Sizing map:
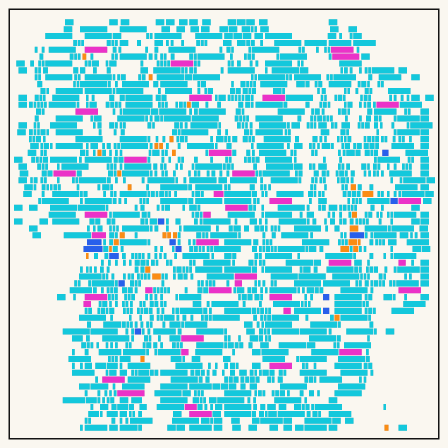
Cell placement:
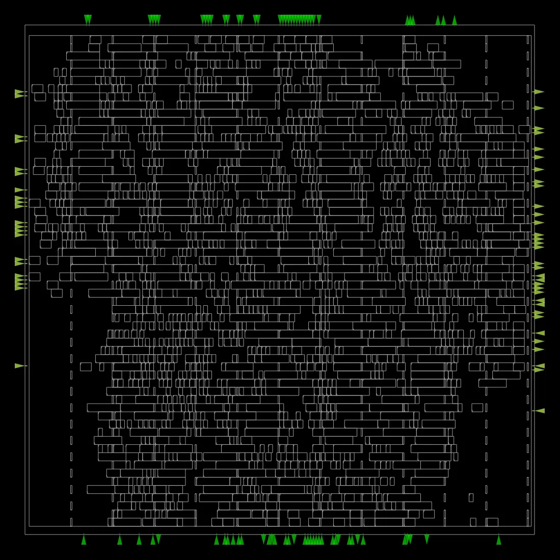
$ cat config.mk
export PLATFORM = sky130hd
export DESIGN_NAME = wb_load_queue_flat
export DESIGN_NICKNAME = d
export VERILOG_FILES = /design/src/rtl/wb_load_queue_pkg.sv /design/src/rtl/wb_load_queue_if.sv /design/src/rtl/wb_load_align.sv /design/src/rtl/wb_load_queue.sv /design/src/flat_wrapper.sv
export SDC_FILE = /design/constraint.sdc
export NUM_CORES = 1
export LEC_CHECK = 0
export ABC_AREA = 1
export CAP_MARGIN = 20
export CORE_UTILIZATION = 45
export CTS_CLUSTER_DIAMETER = 50
export DETAILED_ROUTE_END_ITERATION = 10
export GPL_ROUTABILITY_DRIVEN = 0
export GPL_TIMING_DRIVEN = 0
export PLACE_DENSITY = 0.68
export RECOVER_POWER = 100
export SLEW_MARGIN = 20
export SYNTH_ARGS = -nofsm -noshare
export SYNTH_HDL_FRONTEND = slang
export SYNTH_SLANG_ARGS = --single-unit
$ cat constraint.sdc
create_clock -name cpu_clk_50M -period 5.83 [get_ports cpu_clk_50M]
set_clock_uncertainty 0.15 [all_clocks]
set_input_delay 1.166 -clock cpu_clk_50M [delete_from_list [all_inputs] [get_ports cpu_clk_50M]]
set_output_delay 1.166 -clock cpu_clk_50M [all_outputs]
set_load 0.05 [all_outputs]
$ cat src/rtl/wb_load_queue_pkg.sv
// Shared constants for the write-back retire queue: byte-count derivation,
// load-lane masks and the memory-result enable flag.
package wb_load_queue_pkg;

    // Loads are honoured; clearing this turns every entry into an ALU result.
    localparam bit MREG_ENABLE = 1'b1;

    // Contiguous byte-enable patterns of each lane size, anchored at lane 0.
    localparam int BYTE_MASK = 1;
    localparam int HALF_MASK = 3;
    localparam int WORD_MASK = 15;

    function automatic int nb_of(input int data_w);
        return data_w / 8;
    endfunction

endpackage

$ cat src/rtl/wb_load_queue_if.sv
// Memory-stage, data-memory response, retire and hazard-check signals of the
// write-back retire queue.
interface wb_load_queue_if #(
    parameter int DATA_W = 32,
    parameter int REG_AW = 5
);
    import wb_load_queue_pkg::*;

    localparam int NB = nb_of(DATA_W);

    logic              mem_valid_i;
    logic              mem_ready_o;
    logic              mem_wreg_i;
    logic [REG_AW-1:0] mem_wa_i;
    logic              mem_mreg_i;
    logic [NB-1:0]     mem_dre_i;
    logic              mem_unsign_i;
    logic [DATA_W-1:0] mem_dreg_i;
    logic              dm_valid_i;
    logic [DATA_W-1:0] dm_i;
    logic              flush_i;
    logic              wb_wreg_o;
    logic [REG_AW-1:0] wb_wa_o;
    logic [DATA_W-1:0] wb_wd_o;
    logic              wb_retire_o;
    logic [REG_AW-1:0] chk_ra_i;
    logic              chk_busy_o;

    modport master (
        output mem_valid_i, mem_wreg_i, mem_wa_i, mem_mreg_i, mem_dre_i,
               mem_unsign_i, mem_dreg_i, dm_valid_i, dm_i, flush_i, chk_ra_i,
        input  mem_ready_o, wb_wreg_o, wb_wa_o, wb_wd_o, wb_retire_o, chk_busy_o
    );

    modport slave (
        input  mem_valid_i, mem_wreg_i, mem_wa_i, mem_mreg_i, mem_dre_i,
               mem_unsign_i, mem_dreg_i, dm_valid_i, dm_i, flush_i, chk_ra_i,
        output mem_ready_o, wb_wreg_o, wb_wa_o, wb_wd_o, wb_retire_o, chk_busy_o
    );

endinterface

$ cat src/rtl/wb_load_align.sv
// Load lane extraction: picks the byte/half/word selected by dre, moves it to
// bit 0 and sign- or zero-extends it. Unsupported enable patterns yield 0.
module wb_load_align
    import wb_load_queue_pkg::*;
#(
    parameter int DATA_W = 32
) (
    input  logic [nb_of(DATA_W)-1:0] dre,
    input  logic                     unsign,
    input  logic [DATA_W-1:0]        dm,
    output logic [DATA_W-1:0]        data
);
    localparam int NB = nb_of(DATA_W);
    localparam int NH = NB / 2;

    logic [NB-1:0]     byte_hit;
    logic [DATA_W-1:0] byte_val [NB];
    logic [NH-1:0]     half_hit;
    logic [DATA_W-1:0] half_val [NH];
    logic [1:0]        word_hit;
    logic [DATA_W-1:0] word_val [2];

    genvar gi;
    generate
        for (gi = 0; gi < NB; gi++) begin : g_byte
            assign byte_hit[gi] = (dre == (NB'(BYTE_MASK) << gi));
            assign byte_val[gi] = {{(DATA_W-8){~unsign & dm[gi*8+7]}}, dm[gi*8 +: 8]};
        end

        for (gi = 0; gi < NH; gi++) begin : g_half
            assign half_hit[gi] = (dre == (NB'(HALF_MASK) << (2*gi)));
            assign half_val[gi] = {{(DATA_W-16){~unsign & dm[gi*16+15]}}, dm[gi*16 +: 16]};
        end

        // A 32-bit word is only a sub-lane when the bus is 64 bits wide.
        if (DATA_W == 64) begin : g_word
            for (gi = 0; gi < 2; gi++) begin : g_lane
                assign word_hit[gi] = (dre == (NB'(WORD_MASK) << (4*gi)));
                assign word_val[gi] = {{(DATA_W-32){~unsign & dm[gi*32+31]}}, dm[gi*32 +: 32]};
            end
        end else begin : g_no_word
            assign word_hit    = '0;
            assign word_val[0] = '0;
            assign word_val[1] = '0;
        end
    endgenerate

    always_comb begin
        data = '0;
        if (dre == '1) begin
            data = dm;
        end else begin
            for (int i = 0; i < NB; i++) if (byte_hit[i]) data = byte_val[i];
            for (int i = 0; i < NH; i++) if (half_hit[i]) data = half_val[i];
            for (int i = 0; i < 2; i++)  if (word_hit[i]) data = word_val[i];
        end
    end

endmodule

$ cat src/rtl/wb_load_queue.sv
// In-order write-back retire queue: holds instructions leaving the memory stage,
// completes loads from in-order memory responses and retires one per cycle.
module wb_load_queue #(
    parameter int DATA_W = 32,
    parameter int DEPTH  = 4,
    parameter int REG_AW = 5
) (
    input  logic           cpu_clk_50M,
    input  logic           cpu_rst,
    wb_load_queue_if.slave bus
);
    import wb_load_queue_pkg::*;

    localparam int NB = nb_of(DATA_W);
    localparam int PW = $clog2(DEPTH);
    localparam int CW = PW + 1;

    logic [PW-1:0]     head_reg, tail_reg;
    logic [CW-1:0]     count_reg, drop_reg;
    logic [CW-1:0]     count_next, drop_next;
    logic [DEPTH-1:0]  valid_reg, done_reg;
    logic [DEPTH-1:0]  wreg_reg, mreg_reg, unsign_reg;
    logic [REG_AW-1:0] wa_reg   [DEPTH];
    logic [NB-1:0]     dre_reg  [DEPTH];
    logic [DATA_W-1:0] data_reg [DEPTH];

    logic              wb_wreg_reg, wb_retire_reg;
    logic [REG_AW-1:0] wb_wa_reg;
    logic [DATA_W-1:0] wb_wd_reg;

    logic              ready, enq, pop, flush, enq_mreg;
    logic              resp_drop, resp_found, resp_wr;
    logic [PW-1:0]     resp_idx, scan_idx;
    logic [DEPTH-1:0]  pend_after, busy_hit;
    logic [CW-1:0]     pend_cnt;
    logic [DATA_W-1:0] head_aligned, head_wd;

    assign flush     = bus.flush_i;
    // Slots owed to killed loads stay reserved until their responses drain.
    assign ready     = ({1'b0, count_reg} + {1'b0, drop_reg}) < (CW+1)'(DEPTH);
    assign enq       = bus.mem_valid_i & ready & ~flush;
    assign enq_mreg  = bus.mem_mreg_i & MREG_ENABLE;
    assign pop       = valid_reg[head_reg] & done_reg[head_reg];
    assign resp_drop = bus.dm_valid_i & (drop_reg != '0);
    assign resp_wr   = bus.dm_valid_i & (drop_reg == '0) & resp_found;

    // Oldest outstanding load, scanning forward from the head.
    always_comb begin
        resp_found = 1'b0;
        resp_idx   = head_reg;
        scan_idx   = head_reg;
        for (int i = 0; i < DEPTH; i++) begin
            scan_idx = head_reg + PW'(i);
            if (!resp_found && valid_reg[scan_idx] && mreg_reg[scan_idx] && !done_reg[scan_idx]) begin
                resp_found = 1'b1;
                resp_idx   = scan_idx;
            end
        end
    end

    genvar gi;
    generate
        for (gi = 0; gi < DEPTH; gi++) begin : g_entry
            assign pend_after[gi] = valid_reg[gi] & mreg_reg[gi] & ~done_reg[gi]
                                  & ~(resp_wr && resp_idx == PW'(gi));
            assign busy_hit[gi]   = valid_reg[gi] & wreg_reg[gi] & (wa_reg[gi] == bus.chk_ra_i);
        end
    endgenerate

    always_comb begin
        pend_cnt = '0;
        for (int i = 0; i < DEPTH; i++) pend_cnt = pend_cnt + CW'(pend_after[i]);
    end

    assign count_next = flush ? '0 : count_reg + CW'(enq) - CW'(pop);
    assign drop_next  = drop_reg - CW'(resp_drop) + (flush ? pend_cnt : '0);

    always_ff @(posedge cpu_clk_50M or posedge cpu_rst) begin
        if (cpu_rst) begin
            head_reg  <= '0;
            tail_reg  <= '0;
            count_reg <= '0;
            drop_reg  <= '0;
            valid_reg <= '0;
            done_reg  <= '0;
        end else begin
            head_reg  <= flush ? '0 : head_reg + PW'(pop);
            tail_reg  <= flush ? '0 : tail_reg + PW'(enq);
            count_reg <= count_next;
            drop_reg  <= drop_next;
            for (int i = 0; i < DEPTH; i++) begin
                if (flush)                             valid_reg[i] <= 1'b0;
                else if (enq && tail_reg == PW'(i))    valid_reg[i] <= 1'b1;
                else if (pop && head_reg == PW'(i))    valid_reg[i] <= 1'b0;
                if (enq && tail_reg == PW'(i))         done_reg[i]  <= ~enq_mreg;
                else if (resp_wr && resp_idx == PW'(i)) done_reg[i] <= 1'b1;
            end
        end
    end

    // Payload is qualified by valid_reg, so it needs no reset.
    always_ff @(posedge cpu_clk_50M) begin
        for (int i = 0; i < DEPTH; i++) begin
            if (enq && tail_reg == PW'(i)) begin
                wreg_reg[i]   <= bus.mem_wreg_i;
                wa_reg[i]     <= bus.mem_wa_i;
                mreg_reg[i]   <= enq_mreg;
                dre_reg[i]    <= bus.mem_dre_i;
                unsign_reg[i] <= bus.mem_unsign_i;
                data_reg[i]   <= bus.mem_dreg_i;
            end else if (resp_wr && resp_idx == PW'(i)) begin
                data_reg[i]   <= bus.dm_i;
            end
        end
    end

    wb_load_align #(.DATA_W(DATA_W)) u_align (
        .dre    (dre_reg[head_reg]),
        .unsign (unsign_reg[head_reg]),
        .dm     (data_reg[head_reg]),
        .data   (head_aligned)
    );

    assign head_wd = mreg_reg[head_reg] ? head_aligned : data_reg[head_reg];

    always_ff @(posedge cpu_clk_50M or posedge cpu_rst) begin
        if (cpu_rst) begin
            wb_wreg_reg   <= 1'b0;
            wb_retire_reg <= 1'b0;
            wb_wa_reg     <= '0;
            wb_wd_reg     <= '0;
        end else begin
            wb_wreg_reg   <= pop & wreg_reg[head_reg];
            wb_retire_reg <= pop;
            if (pop) begin
                wb_wa_reg <= wa_reg[head_reg];
                wb_wd_reg <= head_wd;
            end
        end
    end

    assign bus.mem_ready_o = ready;
    assign bus.wb_wreg_o   = wb_wreg_reg;
    assign bus.wb_wa_o     = wb_wa_reg;
    assign bus.wb_wd_o     = wb_wd_reg;
    assign bus.wb_retire_o = wb_retire_reg;
    assign bus.chk_busy_o  = (bus.chk_ra_i != '0) & (|busy_hit);

    // A response must either be owed to a killed load or complete a live one.
    resp_has_target: assert property (@(posedge cpu_clk_50M) disable iff (cpu_rst)
        !(bus.dm_valid_i && drop_reg == '0 && !resp_found));

endmodule

$ cat src/flat_wrapper.sv
// flat-port wrapper written by rule: the top's interface ports become plain ports
module wb_load_queue_flat import wb_load_queue_pkg::*;
#(
    parameter int DATA_W = 32,
    parameter int DEPTH  = 4,
    parameter int REG_AW = 5
)
  (cpu_clk_50M, cpu_rst, bus_mem_valid_i, bus_mem_wreg_i, bus_mem_wa_i, bus_mem_mreg_i, bus_mem_dre_i, bus_mem_unsign_i, bus_mem_dreg_i, bus_dm_valid_i, bus_dm_i, bus_flush_i, bus_chk_ra_i, bus_mem_ready_o, bus_wb_wreg_o, bus_wb_wa_o, bus_wb_wd_o, bus_wb_retire_o, bus_chk_busy_o);
  wb_load_queue_if #(.DATA_W(DATA_W), .REG_AW(REG_AW)) bus_i ();
  input  logic cpu_clk_50M;
  input  logic cpu_rst;
  input wire logic [$bits(bus_i.mem_valid_i)-1:0] bus_mem_valid_i;
  input wire logic [$bits(bus_i.mem_wreg_i)-1:0] bus_mem_wreg_i;
  input wire logic [$bits(bus_i.mem_wa_i)-1:0] bus_mem_wa_i;
  input wire logic [$bits(bus_i.mem_mreg_i)-1:0] bus_mem_mreg_i;
  input wire logic [$bits(bus_i.mem_dre_i)-1:0] bus_mem_dre_i;
  input wire logic [$bits(bus_i.mem_unsign_i)-1:0] bus_mem_unsign_i;
  input wire logic [$bits(bus_i.mem_dreg_i)-1:0] bus_mem_dreg_i;
  input wire logic [$bits(bus_i.dm_valid_i)-1:0] bus_dm_valid_i;
  input wire logic [$bits(bus_i.dm_i)-1:0] bus_dm_i;
  input wire logic [$bits(bus_i.flush_i)-1:0] bus_flush_i;
  input wire logic [$bits(bus_i.chk_ra_i)-1:0] bus_chk_ra_i;
  output wire logic [$bits(bus_i.mem_ready_o)-1:0] bus_mem_ready_o;
  output wire logic [$bits(bus_i.wb_wreg_o)-1:0] bus_wb_wreg_o;
  output wire logic [$bits(bus_i.wb_wa_o)-1:0] bus_wb_wa_o;
  output wire logic [$bits(bus_i.wb_wd_o)-1:0] bus_wb_wd_o;
  output wire logic [$bits(bus_i.wb_retire_o)-1:0] bus_wb_retire_o;
  output wire logic [$bits(bus_i.chk_busy_o)-1:0] bus_chk_busy_o;
  assign bus_i.mem_valid_i = bus_mem_valid_i;
  assign bus_i.mem_wreg_i = bus_mem_wreg_i;
  assign bus_i.mem_wa_i = bus_mem_wa_i;
  assign bus_i.mem_mreg_i = bus_mem_mreg_i;
  assign bus_i.mem_dre_i = bus_mem_dre_i;
  assign bus_i.mem_unsign_i = bus_mem_unsign_i;
  assign bus_i.mem_dreg_i = bus_mem_dreg_i;
  assign bus_i.dm_valid_i = bus_dm_valid_i;
  assign bus_i.dm_i = bus_dm_i;
  assign bus_i.flush_i = bus_flush_i;
  assign bus_i.chk_ra_i = bus_chk_ra_i;
  assign bus_mem_ready_o = bus_i.mem_ready_o;
  assign bus_wb_wreg_o = bus_i.wb_wreg_o;
  assign bus_wb_wa_o = bus_i.wb_wa_o;
  assign bus_wb_wd_o = bus_i.wb_wd_o;
  assign bus_wb_retire_o = bus_i.wb_retire_o;
  assign bus_chk_busy_o = bus_i.chk_busy_o;
  wb_load_queue #(.DATA_W(DATA_W), .DEPTH(DEPTH), .REG_AW(REG_AW)) u_core (.cpu_clk_50M(cpu_clk_50M), .cpu_rst(cpu_rst), .bus(bus_i));
endmodule
==> run notes <==
The area of the mapped netlist was 12,600 µm². Power drawn by the sequential cells: 2.16 mW. In the final design, more cell area goes to sequential cells than to any other class.

The die height came out at 169 µm. Summed over all failing endpoints, the final setup total negative slack is 0 ps. The run gives 1,480 for the number of standard cells reported by yosys.

The timing report gives the biggest stage delay along the critical path as 440 ps. The layout has 30 clock buffers. The cell-mix breakdown from Yosys lists the compound-gate area share as 9.62%. The average instance in the mapped netlist occupies 8.52 µm².

In the CTS report, the clock slew at the register clock pins of the worst setup and hold paths is listed as 60 ps. In this run, the clock network consumes 25.8% of the power. The final layout contains routed wiring with a total length of 39,700 µm.

The cell count after synthesis came out at 1,480. The main area contributors are sky130_fd_sc_hd__edfxtp_1, sky130_fd_sc_hd__nand2_1, sky130_fd_sc_hd__dfrtp_1, sky130_fd_sc_hd__nand4_1, sky130_fd_sc_hd__a21oi_1. sky130_fd_sc_hd__nand2_1 is the most common cell in the netlist. Per the placement report, the placed cell count is 1,985.

The number of gates resized after CTS was 3. The run gives 5520 ps for the minimum period implied by the final worst setup slack. The insertion delay at the late pin of the worst-skew pair is 560 ps. The run gives 4210 µm for the sum of met3 wire segment lengths after detailed routing. The path with the worst hold slack has its endpoint at u_core.bus.wb_wd_o[2]. The clock network area share is 5.78%.

The final hold violation count recorded for this run is 0. Multiplexer cells account for 0% of the synthesized area. With the async set-reset flop share out of synthesis at 24.5%, the synthesized-area fraction occupied by adder cells is 1.96%. The flow reports power dissipated in combinational cells as 2.64 mW. Across the placement rows, the number of tap cells is 372. The run gives 0 as the setup fix buffers added after clock tree synthesis.

In this run, power in the clock network comes to 1.67 mW. For the worst reg-to-reg path, the endpoint reported by OpenROAD is u_core.drop_reg[2]. 127 I/O pins were placed. The logs give 43.4% for the global-route met2 utilization and 16,000 µm for the post-route met1 wirelength. Per the STA report, the cell with the highest stage delay on the worst path is sky130_fd_sc_hd__dfrtp_1. Portion of synthesized cell area occupied by the leading cell type: 41.9%. The chip occupies 28,700 µm². The synthesized net count came out at 1,584. The count of antenna-violating nets left after detailed routing was 0. Summing all multi-input logic gate instances after layout gives 5170 µm². The first global-routing pass estimated 60,800 µm of wire. Part of the power in registers: 33.4%. Looking at hold timing, the worst path starts from u_core.bus.wb_wd_o[2]. At the placement stage, the worst setup path has a slack of -972 ps.

Summing all placed instances gives a cell area of 14,500 µm². The count of standard-cell rows came out at 60. The tools report the pin count of the biggest net entering global routing as 33. The final reports fail on capacitance limit, slew limit.

The final timing report counts setup violations totalling 0. The count of state elements after synthesis is 233. Most common flop cell mapped by yosys: sky130_fd_sc_hd__edfxtp_1. The logs give 17,900 µm for the sum of met2 wire segment lengths after detailed routing and -28.8% for the headroom to the max-slew limit. The power per unit of standard cell area is 427 nW/µm². The dominant delay contributor by cell family on the critical path was adder cells. The transition time recorded at the tightest slew-check pin is 1930 ps.

Launching element of the worst setup path: u_core.head_reg[1]. Per the timing report, the most critical flop-to-flop path originates at u_core.head_reg[1]. Across the run, the number of max-cap violations was 2. Setup repair after global routing left no endpoint under its margin. STA classifies the critical path startpoint as a flop. The post-route utilization of the core is recorded as 55.7%. Once layout is complete, the cells apart from fillers number 2,029. On met3, the global router reports a usage of 3.80%. The leakage power is 6.45 nW, and the number of logic inverters in the finished layout is 83. The tools report the largest buffer count on any clock path as 3. The combinational share of cell area works out to 34.1%.

Initial antenna violation count: 0. The root buffer cell chosen for the clock tree is sky130_fd_sc_hd__clkbuf_16. Sorting the synthesized cells by how often they occur yields sky130_fd_sc_hd__nand2_1, sky130_fd_sc_hd__edfxtp_1, sky130_fd_sc_hd__nand4_1. The routed design shows a wire length per standard cell of 19.5 µm. The largest total area in the synthesized netlist belongs to sky130_fd_sc_hd__edfxtp_1. The depth of the CTS H-tree came out at 1. Group drawing the most power: combinational logic.

TritonCTS built the clock tree. The chip width came out at 169 µm. The critical path is of the flop to flop type. The core outline area was 27,300 µm²; the initial DRC count was 1,493.

The number of iterations in the first detailed-routing pass was 6; the depth of the worst register-to-register path was 26. After detailed routing, the number of remaining DRC violations is 0. With the final-report max-slew violation count at 59, the total global routing track utilization is 27.8%.

In this run the number of cells on the critical path is 26. The worst setup path is captured at a flop. 1,074 cells are multi-input combinational gates. Counting every sink on the clock net gives 233.

Per the GRT congestion report, total overflow comes to 0. The synthesized chip area reported by yosys came out at 12,600 µm². Detailed placement finished with a half-perimeter wire length of 27,600 µm. Looking at the critical path, the highest net fanout was 19. The worst path buffer plus inverter count works out to 9.

The number of port buffers came out at 124. In the layout the commonest cells are sky130_fd_sc_hd__nand2_1, sky130_fd_sc_hd__edfxtp_1, sky130_fd_sc_hd__nand4_1. The via count was 11,700. Counting only logic cells after layout, the most numerous master is sky130_fd_sc_hd__nand2_1.

The logs give 42 for the number of distinct library cells after synthesis and 310 ps for the worst setup slack for register-to-register paths. Among the stages of the critical path, the cell type that occurs most often is sky130_fd_sc_hd__inv_1. The repair_antennas step left the layout with diodes totalling 0. The run gives 1,741 as the number of nets in the final layout. The share of the synthesized netlist area taken by xor and xnor gates works out to 0.903%. CTS added clock buffers totalling 27. met1 track demand over resource after global routing is 38.0%.

The flow ran to the end, but the final reports show violations. The tools report the maximum resistive drop on vdd as 0.212 mV. Total chip power: 6.48 mW.

Per the layout area report, the register area comes to 6710 µm². At the worst endpoint, the required time is 6140 ps. After Yosys synthesis, and, or, nand and nor cells account for 28.7% of the synthesized area.
-- 'sizing map' (at the start) --
magenta -> drive 6 and up  # cells 39, share 2.4%, most used clkbuf_16
cyan -> drive 1 or less  # cells 1,575, share 95%, most used nand2_1
blue -> drive 3 to 4  # cells 13, share 0.78%, most used buf_4
orange -> drive 2  # cells 30, share 1.8%, most used buf_2
smallest setup slack after layout: 310 ps
summed area of non-filler cells in the final layout: 15,200 µm²
non-clock buffer count in the final layout: 218
area delta synth->final: 20.4%

-- 'cell placement' (at the start) --
registers: 233
sequential share of cell area: 44.2%

Power is estimated from default activity; no workload was simulated.
